[config.mk]
export PLATFORM = sky130hd
export DESIGN_NAME = imem_access_ctrl
export DESIGN_NICKNAME = d
export VERILOG_FILES = /design/src/rtl/imem_access_ctrl.sv
export SDC_FILE = /design/constraint.sdc
export NUM_CORES = 1
export LEC_CHECK = 0
export CAP_MARGIN = 20
export CORE_ASPECT_RATIO = 1.25
export CORE_MARGIN = 2
export CORE_UTILIZATION = 30
export DETAILED_ROUTE_END_ITERATION = 7
export GPL_ROUTABILITY_DRIVEN = 0
export GPL_TIMING_DRIVEN = 0
export PLACE_DENSITY = 0.89
export SLEW_MARGIN = 10
export SYNTH_ARGS = -nofsm -noshare
export SYNTH_HDL_FRONTEND = slang
export SYNTH_SLANG_ARGS = --single-unit
[constraint.sdc]
create_clock -name clk -period 2 [get_ports clk]
set_input_delay 0.4 -clock clk [delete_from_list [all_inputs] [get_ports clk]]
set_output_delay 0.4 -clock clk [all_outputs]
set_load 0.1 [all_outputs]
[src/rtl/imem_access_ctrl.sv]
// Instruction RAM sequencer: serves IF fetches, parks stalled responses, and hands the RAM
// to the program loader once in-flight fetches drain. Define IMEM_PERF_CNT_EN for perf counters.
module imem_access_ctrl #(
  parameter int unsigned ADDR_WIDTH = 12,
  parameter int unsigned DATA_WIDTH = 32
) (
  input  logic                  clk,
  input  logic                  rst,
  input  logic                  if_req_valid,
  output logic                  if_req_ready,
  input  logic [31:0]           if_req_addr,
  input  logic                  if_flush,
  output logic                  if_rsp_valid,
  input  logic                  if_rsp_ready,
  output logic [DATA_WIDTH-1:0] if_rsp_inst,
  input  logic                  ld_lock,
  output logic                  ld_grant,
  input  logic                  ld_req_valid,
  output logic                  ld_req_ready,
  input  logic [31:0]           ld_req_addr,
  input  logic [3:0]            ld_req_we,
  input  logic [DATA_WIDTH-1:0] ld_req_wdata,
  output logic                  mem_cs,
  output logic [3:0]            mem_we,
  output logic [ADDR_WIDTH-1:0] mem_addr,
  output logic [DATA_WIDTH-1:0] mem_wdata,
`ifdef IMEM_PERF_CNT_EN
  input  logic [DATA_WIDTH-1:0] mem_rdata,
  output logic [31:0]           perf_fetch_cnt,
  output logic [31:0]           perf_stall_cnt
`else
  input  logic [DATA_WIDTH-1:0] mem_rdata
`endif
);

  localparam logic [1:0] StRun   = 2'd0;
  localparam logic [1:0] StDrain = 2'd1;
  localparam logic [1:0] StLoad  = 2'd2;

  logic [1:0]            state_q, state_d;
  logic                  pend_q, pend_d;
  logic                  hold_valid_q, hold_valid_d;
  logic [DATA_WIDTH-1:0] hold_data_q, hold_data_d;

  logic                  issue_ok;
  logic                  fetch_fire;
  logic                  ld_ok;
  logic                  ld_fire;
  logic [ADDR_WIDTH-1:0] fetch_word;
  logic [ADDR_WIDTH-1:0] ld_word;

  // Byte offset and bits above the RAM depth are dropped, so addresses wrap.
  assign fetch_word = if_req_addr[ADDR_WIDTH+1:2];
  assign ld_word    = ld_req_addr[ADDR_WIDTH+1:2];

  logic unused_addr_bits;
  assign unused_addr_bits = ^{if_req_addr[1:0], if_req_addr[31:ADDR_WIDTH+2],
                              ld_req_addr[1:0], ld_req_addr[31:ADDR_WIDTH+2]};

  // A flush frees the response slot in the same cycle, so a redirect fetch can issue at once.
  always_comb begin
    issue_ok   = ~rst & (state_q == StRun) & ~ld_lock &
                 (if_flush | (~hold_valid_q & (~pend_q | if_rsp_ready)));
    fetch_fire = if_req_valid & issue_ok;
    ld_ok      = ~rst & (state_q == StLoad) & ld_lock;
    ld_fire    = ld_req_valid & ld_ok;
  end

  always_comb begin
    if_req_ready = issue_ok;
    ld_req_ready = ld_ok;
    ld_grant     = ~rst & (state_q == StLoad);
    if_rsp_valid = ~rst & (pend_q | hold_valid_q) & ~if_flush;
    if_rsp_inst  = '0;
    if (!rst) begin
      if_rsp_inst = hold_valid_q ? hold_data_q : mem_rdata;
    end
    mem_cs    = fetch_fire | ld_fire;
    mem_we    = 4'b0000;
    mem_addr  = '0;
    mem_wdata = '0;
    if (ld_fire) begin
      mem_we    = ld_req_we;
      mem_addr  = ld_word;
      mem_wdata = ld_req_wdata;
    end else if (fetch_fire) begin
      mem_addr = fetch_word;
    end
  end

  // RAM data is only valid for one cycle; park it if IF cannot take it.
  always_comb begin
    pend_d       = fetch_fire;
    hold_valid_d = hold_valid_q;
    hold_data_d  = hold_data_q;
    if (hold_valid_q) begin
      if (if_rsp_ready || if_flush) begin
        hold_valid_d = 1'b0;
      end
    end else if (pend_q && !if_rsp_ready && !if_flush) begin
      hold_valid_d = 1'b1;
      hold_data_d  = mem_rdata;
    end
  end

  always_comb begin
    state_d = state_q;
    unique case (state_q)
      StRun: begin
        if (ld_lock) begin
          state_d = StDrain;
        end
      end
      StDrain: begin
        if (!ld_lock) begin
          state_d = StRun;
        end else if (!pend_q && !hold_valid_q) begin
          state_d = StLoad;
        end
      end
      StLoad: begin
        if (!ld_lock) begin
          state_d = StRun;
        end
      end
      default: state_d = StRun;
    endcase
  end

  always_ff @(posedge clk) begin
    if (rst) begin
      state_q      <= StRun;
      pend_q       <= 1'b0;
      hold_valid_q <= 1'b0;
      hold_data_q  <= '0;
    end else begin
      state_q      <= state_d;
      pend_q       <= pend_d;
      hold_valid_q <= hold_valid_d;
      hold_data_q  <= hold_data_d;
    end
  end

`ifdef IMEM_PERF_CNT_EN
  logic [31:0] fetch_cnt_q;
  logic [31:0] stall_cnt_q;

  always_ff @(posedge clk) begin
    if (rst) begin
      fetch_cnt_q <= '0;
      stall_cnt_q <= '0;
    end else begin
      if (fetch_fire) begin
        fetch_cnt_q <= fetch_cnt_q + 32'd1;
      end
      if (if_req_valid && !issue_ok) begin
        stall_cnt_q <= stall_cnt_q + 32'd1;
      end
    end
  end

  assign perf_fetch_cnt = rst ? 32'd0 : fetch_cnt_q;
  assign perf_stall_cnt = rst ? 32'd0 : stall_cnt_q;
`endif

endmodule

==> results.rst <==
Physical design figures
=======================

.. list-table::
   :header-rows: 1

   * - Metric
     - Value
   * - Detail Route Antenna Nets
     - 0
   * - Clock-pin slew of the registers on the worst-case setup and hold paths
     - 0.06 ns
   * - Outcome
     - complete, but fails checks
   * - Effective utilization at floorplan
     - 30.9%
   * - Overall routed net length
     - 11.4 mm
   * - Worst max-slew margin expressed relative to the limit
     - 58.9%
   * - Number of cells in the yosys synthesis report
     - 322
   * - Worst Hold Path EP
     - state_q[0]
   * - Remaining Overflow, GRT
     - 0
   * - Final instance count without filler cells
     - 612
   * - Post-layout minimum cycle time
     - 2.06 ns
   * - Cells after Synth
     - 322
   * - Total tool warning count
     - 69
   * - Leading post-synthesis cells by cell area
     - dfxtp_1 (32%), mux2i_1 (14%), nand2_1 (11%)
   * - Growth of design area from synthesis to finish
     - 162%
   * - Final critical-path setup slack
     - -0.0562 ns
   * - DRC
     - 0
   * - Launching point of the worst reg2reg path
     - hold_valid_q
   * - Filler cell count
     - 448
   * - Prevailing post-synth register cell
     - dfxtp_1
   * - Minimum setup slack after placement
     - -1.54 ns
   * - Number of buffers inserted by port buffering
     - 181
   * - Max_cap viols
     - 0
   * - Hold Worst Slack
     - 0.407 ns
   * - Fmax
     - 486 MHz
   * - Most frequently placed logic cells in the final layout
     - clkdlybuf4s50_1 (92), nand2_1 (65), buf_12 (52)
   * - Endpoints failing setup
     - 46
   * - Ordered cell list for the critical path
     - and4bb_4 -> clkbuf_8 -> and3_4 -> buf_12
   * - Data required time at the worst endpoint
     - 1.60 ns
   * - Peak ir drop on the vdd network
     - 0.000499 V
   * - Worst path max stage delay
     - 0.46 ns
   * - Crit path arrival time
     - 1.66 ns
   * - Count of pins on the block boundary
     - 224
   * - Number of enable flip-flop cells
     - 0
   * - Final HPWL from detailed placement
     - 7.80 mm
   * - Number of cell rows
     - 35
   * - Avg WL per Cell
     - 18.6 um
   * - Kind of end point of the critical path
     - output pin
   * - Global router's overall resource usage
     - 26.1%
   * - Die height
     - 101 um
   * - Mean area per synthesized cell
     - 7.07 um^2
   * - Top logic cell by instance count in the layout
     - clkdlybuf4s50_1
   * - Final Hold Violating Endpoints
     - 0
   * - Layout cell share with drive strength beyond 1
     - 49.6%
   * - Iteration-0 DRC Markers
     - 65
   * - Buffer and inverter count on the worst path
     - 2
   * - Post-synthesis sequential area ratio
     - 31.7%
   * - Logic area
     - 2380 um^2
   * - Ant diodes
     - 0
   * - Number of antenna violations at the first check in global routing
     - 0
   * - Leakage power figure
     - 2.15 nW
   * - Die Wd
     - 81.9 um
   * - Register-to-register setup slack
     - 0.39 ns
   * - Async S/R FF share, synth
     - 0%
   * - Die area
     - 8300 um^2
   * - Clock Skews
     - 0.0144 ns
   * - Slowest stage cell, crit path
     - and4bb_4
   * - Critical path fanouts, max
     - 8
   * - Source-to-sink clock delay at the later pin of the worst-skew pair
     - 0.29 ns
   * - Final count of pins violating max slew
     - 0
   * - Wire length of the first global-routing pass
     - 16.7 mm
   * - Number of buffers inserted during clock tree synthesis
     - 5
   * - Root buffer cell
     - clkbuf_8
   * - Power after layout
     - 2.22 mW
   * - Startpoint type of the worst setup path
     - register
   * - Critical path class
     - reg -> out
   * - Area figure in the yosys stat output
     - 2280 um^2
   * - Number of cells traversed by the worst hold path
     - 3
   * - Number of global-route vias before repair
     - 3339
   * - Flop area
     - 723 um^2
   * - Length of the first detailed-routing pass in iterations
     - 4
   * - Number of buffers on the longest clock path
     - 2
   * - Pin count of the biggest net entering global routing
     - 12
   * - Worst hold path startpoint
     - ld_lock
   * - P per Cell Area
     - 373 nW/um^2
   * - Critical path depth
     - 4
   * - Yosys warnings
     - 0
   * - Via count
     - 3123
   * - Yosys top cell by area
     - dfxtp_1
   * - R2r worst-path depth
     - 5
   * - H-tree level count
     - 2
   * - Flops out of synthesis
     - 36
   * - Slew @ Worst Pin
     - 0.617 ns
   * - Setup repair after global routing missed its margin
     - yes
   * - Number of sinks on the clock net
     - 36
   * - Fin Setup TNS
     - -1.09 ns
   * - Distinct cell type count after synthesis
     - 22
   * - Number of hold buffers added after cts
     - 0
   * - Area of the core
     - 7360 um^2
   * - Vias per Instance
     - 5.10
   * - TritonCTS clock tree
     - yes
   * - Final worst-path cycle share
     - 103%
   * - Kind of cell adding the most delay to the critical path
     - simple AND/OR/NAND/NOR gates
   * - Reg-to-reg critical path endpoint
     - hold_data_q[1]
   * - Area share, top type
     - 31.7%
   * - Synthesized Nets
     - 461
   * - Cells after DPL
     - 595
   * - Synthesized cell area
     - 2280 um^2
   * - Net count, final
     - 658
   * - Failing checks
     - negative setup slack
   * - Worst min-delay path class
     - in -> reg
stage by stage:
stage          cell area (um^2)  util, %
2_1_floorplan              2950        -
4_1_cts                    5610     76.2
6_report                   5970     81.1
5_1_grt                    5970     81.1
3_5_place_dp               4880     66.3
3_3_place_gp               4880     66.3
per-layer routing:
layer	track usage, %	vias to the layer above	part of all wire [%]
met2	51.7	138	57
met3	7.58	18	8.8
met5	0	-	0
met1	26.1	1480	33
li1	-	1487	-
met4	6.03	0	1.4
state kept, by name, summed over array words and instances (netlist names):
| signal | cells |
|---|---|
| hold_data_q | 32 |
| hold_valid_q | 1 |
| pend_q | 1 |
| state_q | 2 |
final cells by class:
class                           instances  share of cell area [%]
Multi-Input combinational cell        242                    39.9
Timing Repair Buffer                  190                    38.4
Sequential cell                        36                    12.1
Buffer                                 31                    5.37
Tap cell                               92                    1.93
Clock buffer                            7                    1.28
Inverter                               13                   0.818
Clock inverter                          1                   0.147
tightest hold or removal path: stages:
cell	delay, ns
clkbuf_2	0.13
nand2_1	0.07
a21oi_1	0.04
logic make-up after synthesis:
family | share of synthesized area [%]
and+or+nand+nor | 33.4
DFF | 31.7
AOI/OAI and AO/OA | 11.9
buffers and inverters | 8.96
muxes | 14.1
how the worst max path moves through the flow:
stage          startpoint         endpoint  slack (ns)
5_1_grt        state_q[0]    mem_wdata[12]       -0.11
3_3_place_gp      ld_lock      mem_addr[2]       -1.51
4_1_cts        state_q[0]      mem_addr[6]       -0.04
3_5_place_dp      ld_lock      mem_addr[2]       -1.54
6_report       state_q[0]    mem_wdata[12]       -0.06
2_1_floorplan         rst  if_rsp_inst[16]       -0.41
Yosys cell counts, types with 3 or more instances:
cell type  number
inv_1          13
nand3_1        13
a21oi_1        35
buf_6           4
nor2_1         37
clkbuf_1       17
buf_1           3
buf_2           7
o31ai_1        12
nand2b_1        3
dfxtp_1        36
nand2_1        66
mux2i_1        32
and3_1         36
power breakdown:
part	internal [mW]	switching (mW)
registers	0.727	0.00938
logic	0.375	0.606
clock network	0.249	0.258
what timing repair did:
action                                  CTS  global route
pin swaps                                20            15
cloned                                    4             0
gates resized                           705            72
endpoints found under the setup margin   85            74
setup buffers                             4             1
power_grid.png
Scale bar: 20 um. Pins as bars on the die edge.
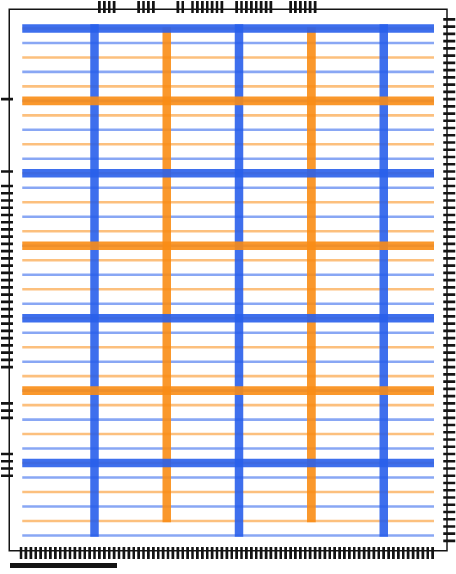
Orange is VDD. Blue is VSS.
7 straps on met5. 36 met1 rails follow the rows. 5 straps on met4.

placement_by_type.png
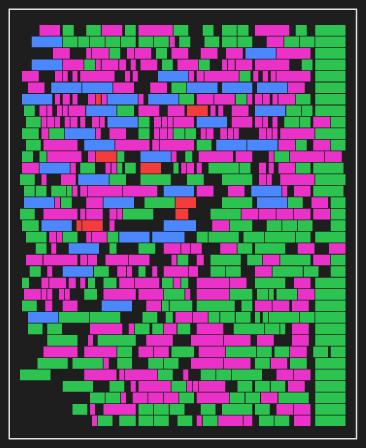
Green is remaining buffers and delay cells, cells 221. Blue is sequential cells, cells 36. Red is clock drivers and dummy loads, cells 8. Magenta is combinational and other logic, cells 255.

clk_routes.png
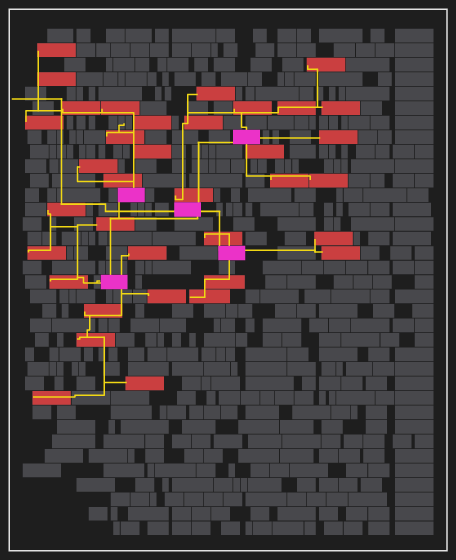
Red is flip-flops, count 36. Yellow is clock wires, length 449 um. Magenta is clock drivers, count 5.
There are 6 routed clock nets.

wires.png
Scale bar: 20 um.
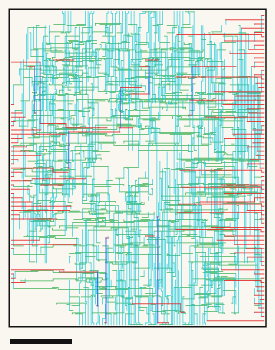
Blue is metal 4, wire length 156 um. Cyan is metal 2, wire length 6450 um. Red is metal 3, wire length 1000 um. Green is metal 1, wire length 3790 um.

Power is estimated from default activity; no workload was simulated.
